==> src/rtl/coin_acceptor.sv <==
// coin_acceptor: synchronises, debounces and validates four raw coin-slot
// sensors, presenting accepted coins as a 4-bit value plus a one-cycle
// new_coin strobe, and refused events as a one-cycle reject strobe.
module coin_acceptor #(
  parameter int unsigned DEBOUNCE_CYCLES = 50000,
  parameter int unsigned CNT_W           = 16
) (
  input  logic       clk50m,
  input  logic       rst,
  input  logic [3:0] slot,
  input  logic       inhibit,
  output logic [3:0] coin,
  output logic       new_coin,
  output logic       reject,
  output logic       busy
);

  localparam logic [CNT_W-1:0] CNT_LAST = CNT_W'(DEBOUNCE_CYCLES - 1);

  typedef enum logic [1:0] {
    IDLE         = 2'd0,
    QUALIFY      = 2'd1,
    WAIT_RELEASE = 2'd2
  } state_e;

  state_e           state_q;
  logic [3:0]       sync1_q;
  logic [3:0]       s_q;
  logic [3:0]       cand_q;
  logic [CNT_W-1:0] cnt_q;
  logic [3:0]       coin_q;
  logic             new_coin_q;
  logic             reject_q;

  logic             cand_onehot_c;
  logic [3:0]       cand_value_c;

  // Two-flop synchroniser for the asynchronous sensor inputs.
  always_ff @(posedge clk50m) begin
    if (rst) begin
      sync1_q <= '0;
      s_q     <= '0;
    end else begin
      sync1_q <= slot;
      s_q     <= sync1_q;
    end
  end

  // Decode the candidate pattern: only a single active sensor is a coin.
  always_comb begin
    cand_onehot_c = 1'b1;
    cand_value_c  = 4'd0;
    case (cand_q)
      4'b0001: cand_value_c = 4'd1;
      4'b0010: cand_value_c = 4'd2;
      4'b0100: cand_value_c = 4'd5;
      4'b1000: cand_value_c = 4'd10;
      default: cand_onehot_c = 1'b0;
    endcase
  end

  // Debounce FSM: qualify a stable pattern, evaluate once, then wait for a
  // full quiet period before arming again.
  always_ff @(posedge clk50m) begin
    if (rst) begin
      state_q    <= IDLE;
      cand_q     <= '0;
      cnt_q      <= '0;
      coin_q     <= '0;
      new_coin_q <= 1'b0;
      reject_q   <= 1'b0;
    end else begin
      new_coin_q <= 1'b0;
      reject_q   <= 1'b0;
      case (state_q)
        IDLE: begin
          if (s_q != 4'd0) begin
            cand_q  <= s_q;
            cnt_q   <= '0;
            state_q <= QUALIFY;
          end
        end
        QUALIFY: begin
          if (s_q != cand_q) begin
            // Bounce or pattern change: drop the event silently.
            state_q <= IDLE;
          end else if (cnt_q < CNT_LAST) begin
            cnt_q <= cnt_q + CNT_W'(1);
          end else begin
            cnt_q   <= '0;
            state_q <= WAIT_RELEASE;
            if (cand_onehot_c && !inhibit) begin
              new_coin_q <= 1'b1;
              coin_q     <= cand_value_c;
            end else begin
              reject_q <= 1'b1;
            end
          end
        end
        WAIT_RELEASE: begin
          // Any sensor activity restarts the release period.
          if (s_q != 4'd0) begin
            cnt_q <= '0;
          end else if (cnt_q < CNT_LAST) begin
            cnt_q <= cnt_q + CNT_W'(1);
          end else begin
            state_q <= IDLE;
          end
        end
        default: begin
          state_q    <= IDLE;
          new_coin_q <= 1'b0;
          reject_q   <= 1'b0;
        end
      endcase
    end
  end

  assign coin     = coin_q;
  assign new_coin = new_coin_q;
  assign reject   = reject_q;
  assign busy     = (state_q != IDLE);

endmodule

==> config.mk <==
export PLATFORM = sky130hd
export DESIGN_NAME = coin_acceptor
export DESIGN_NICKNAME = d
export VERILOG_FILES = /design/src/rtl/coin_acceptor.sv
export SDC_FILE = /design/constraint.sdc
export NUM_CORES = 1
export LEC_CHECK = 0
export ABC_AREA = 1
export CAP_MARGIN = 10
export CORE_MARGIN = 10
export CORE_UTILIZATION = 58
export CTS_CLUSTER_SIZE = 14
export DETAILED_ROUTE_END_ITERATION = 8
export PLACE_DENSITY_LB_ADDON = 0.05
export SLEW_MARGIN = 5
export SYNTH_ARGS = -nofsm -noshare
export SYNTH_HDL_FRONTEND = slang
export SYNTH_SLANG_ARGS = --single-unit
==> constraint.sdc <==
create_clock -name clk50m -period 2 [get_ports clk50m]
set_input_delay 0.4 -clock clk50m [delete_from_list [all_inputs] [get_ports clk50m]]
set_output_delay 0.4 -clock clk50m [all_outputs]
set_load 0.005 [all_outputs]
Fig. 1: layout detail
Window x 25 to 55, y 9 to 39 um. Cells in gray, sequential cells in the stronger gray; small squares are vias.
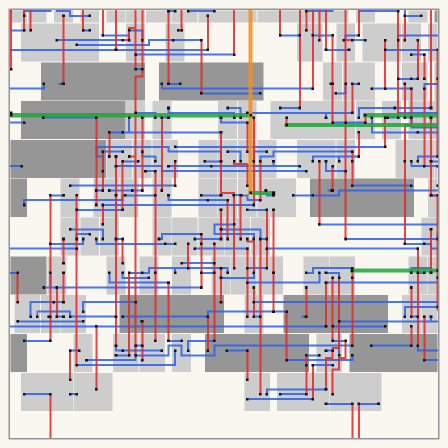
| layer | color |
|---|---|
| metal 1 | blue |
| metal 4 | orange |
| metal 3 | green |
| metal 2 | red |
most frequent: nand2_1 (19), inv_1 (10), nor2_1 (10)
sequential cells in the window: 9
cells with their middle in the window: 83
netlist names of flops here include: `cand_q` (3), `coin` (3), `cnt_q` (2)

Fig. 2: signal metal coverage by tile
(4 px per um) 16 x 16 tiles, from white (low) to dark blue (high), scaled to the fullest tile. Values are wire area over tile area, all layers added.
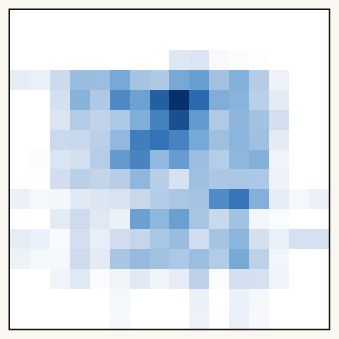
nearly empty tiles: 40%
mean over tiles: 0.11
fullest tile: 0.62
emptiest ninth of the die: bottom left
tiles over half the peak: 9.0%

==> impl_metrics.tcl <==
# place-and-route summary
set metrics [dict create \
    status "finished clean" \
    syn_area_sq_um 2070 \
    lay_top_cells "nor2_1, nand2_1, inv_1, dfxtp_1, nand3_1" \
    yosys.area.top_type "dfxtp_1" \
    drive_above_1_share 0.0901 \
    finalInstanceArea_sq_um 2330 \
    antenna_found_initial 0 \
    ant_nets 0 \
    reg2reg_from "cnt_q[0]" \
    power.leakage_nw 0.998 \
    pwr-share-comb 0.357 \
    die_h_um 79.7 \
    logic_area_sq_um 1130 \
    hold_viol 0 \
    clockPowerShare 0.249 \
    cts-root-buf "clkbuf_4" \
    antenna_cells 0 \
    r2r_cells 11 \
    fin_util 0.688 \
    top_cell "nor2_1" \
    maxCapViolations 0 \
    ys_sh_mux 0 \
    flop_cell "dfxtp_1" \
    fin_nets 355 \
    nFillCells 317 \
    clockBufferDepth 2 \
    routedWlPerCell_um 11.2 \
    finalCriticalPeriod_ns 1.77 \
    postSynthAreaPerCell_sq_um 6.36 \
    fmax_mhz 566 \
    area_delta_synth_final_pct 12.8 \
    critPathLaunch "cnt_q[0]" \
    synth_flops 36 \
    power.density_nw_per_um2 888 \
    topCellsByArea "dfxtp_1, nor2_1, nand2_1, inv_1, nand3_1" \
    gp_congestion 0.928 \
    synth_nets 337 \
    worstSetupPathType "flop to flop" \
    place_hpwl_um 3290 \
    min_to "s_q[0]" \
    rsz0062_at_grt "false" \
    synth-edff-count 0 \
    tapCellCount 46 \
    ys_sh_simple 0.402 \
    dp_cells 380 \
    ys_seq_frac 0.348 \
    fin_ws_ns 0.233 \
    ys_types 28 \
]
Fig. 3: routed clock nets over the placement
(4 px per um)
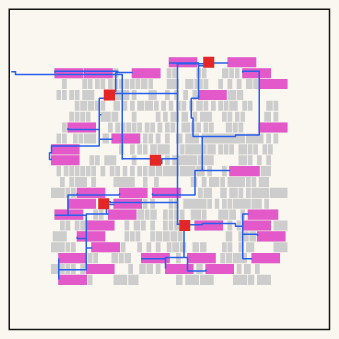
[clock wires] blue | length: 456 um
[flip-flops] magenta | count: 36
[clock drivers] red | count: 5
routed clock nets: 6

[routing by layer]
metal  vias up  global-route usage  wire length (um)
met1       829               0.204              2200
met4         0              0.0573                61
met5         -                   0                 0
met3         7              0.0439               257
met2        51               0.214              1850
li1       1046                   -                 -
[sequential cells by signal (all words and copies together) (netlist names)]
signal    count
cand_q        4
sync1_q       4
cnt_q        16
reject        1
coin          4
s_q           4
state_q       2
new_coin      1
[power groups by stage]
stage,registers [mW],logic [mW],clock network [mW]
after floorplan,0.826,0.583,0
after global placement,0.836,0.689,0
after detailed placement,0.838,0.703,0
after CTS,0.816,0.733,0.528
after global routing,0.828,0.838,0.553
final,0.817,0.739,0.517
[timing repair]
action,in CTS,in global routing
setup endpoints to repair,1,11
setup buffers,2,0
resized,2,4
Power figures rest on the tool's default switching activity, not on a simulated workload.
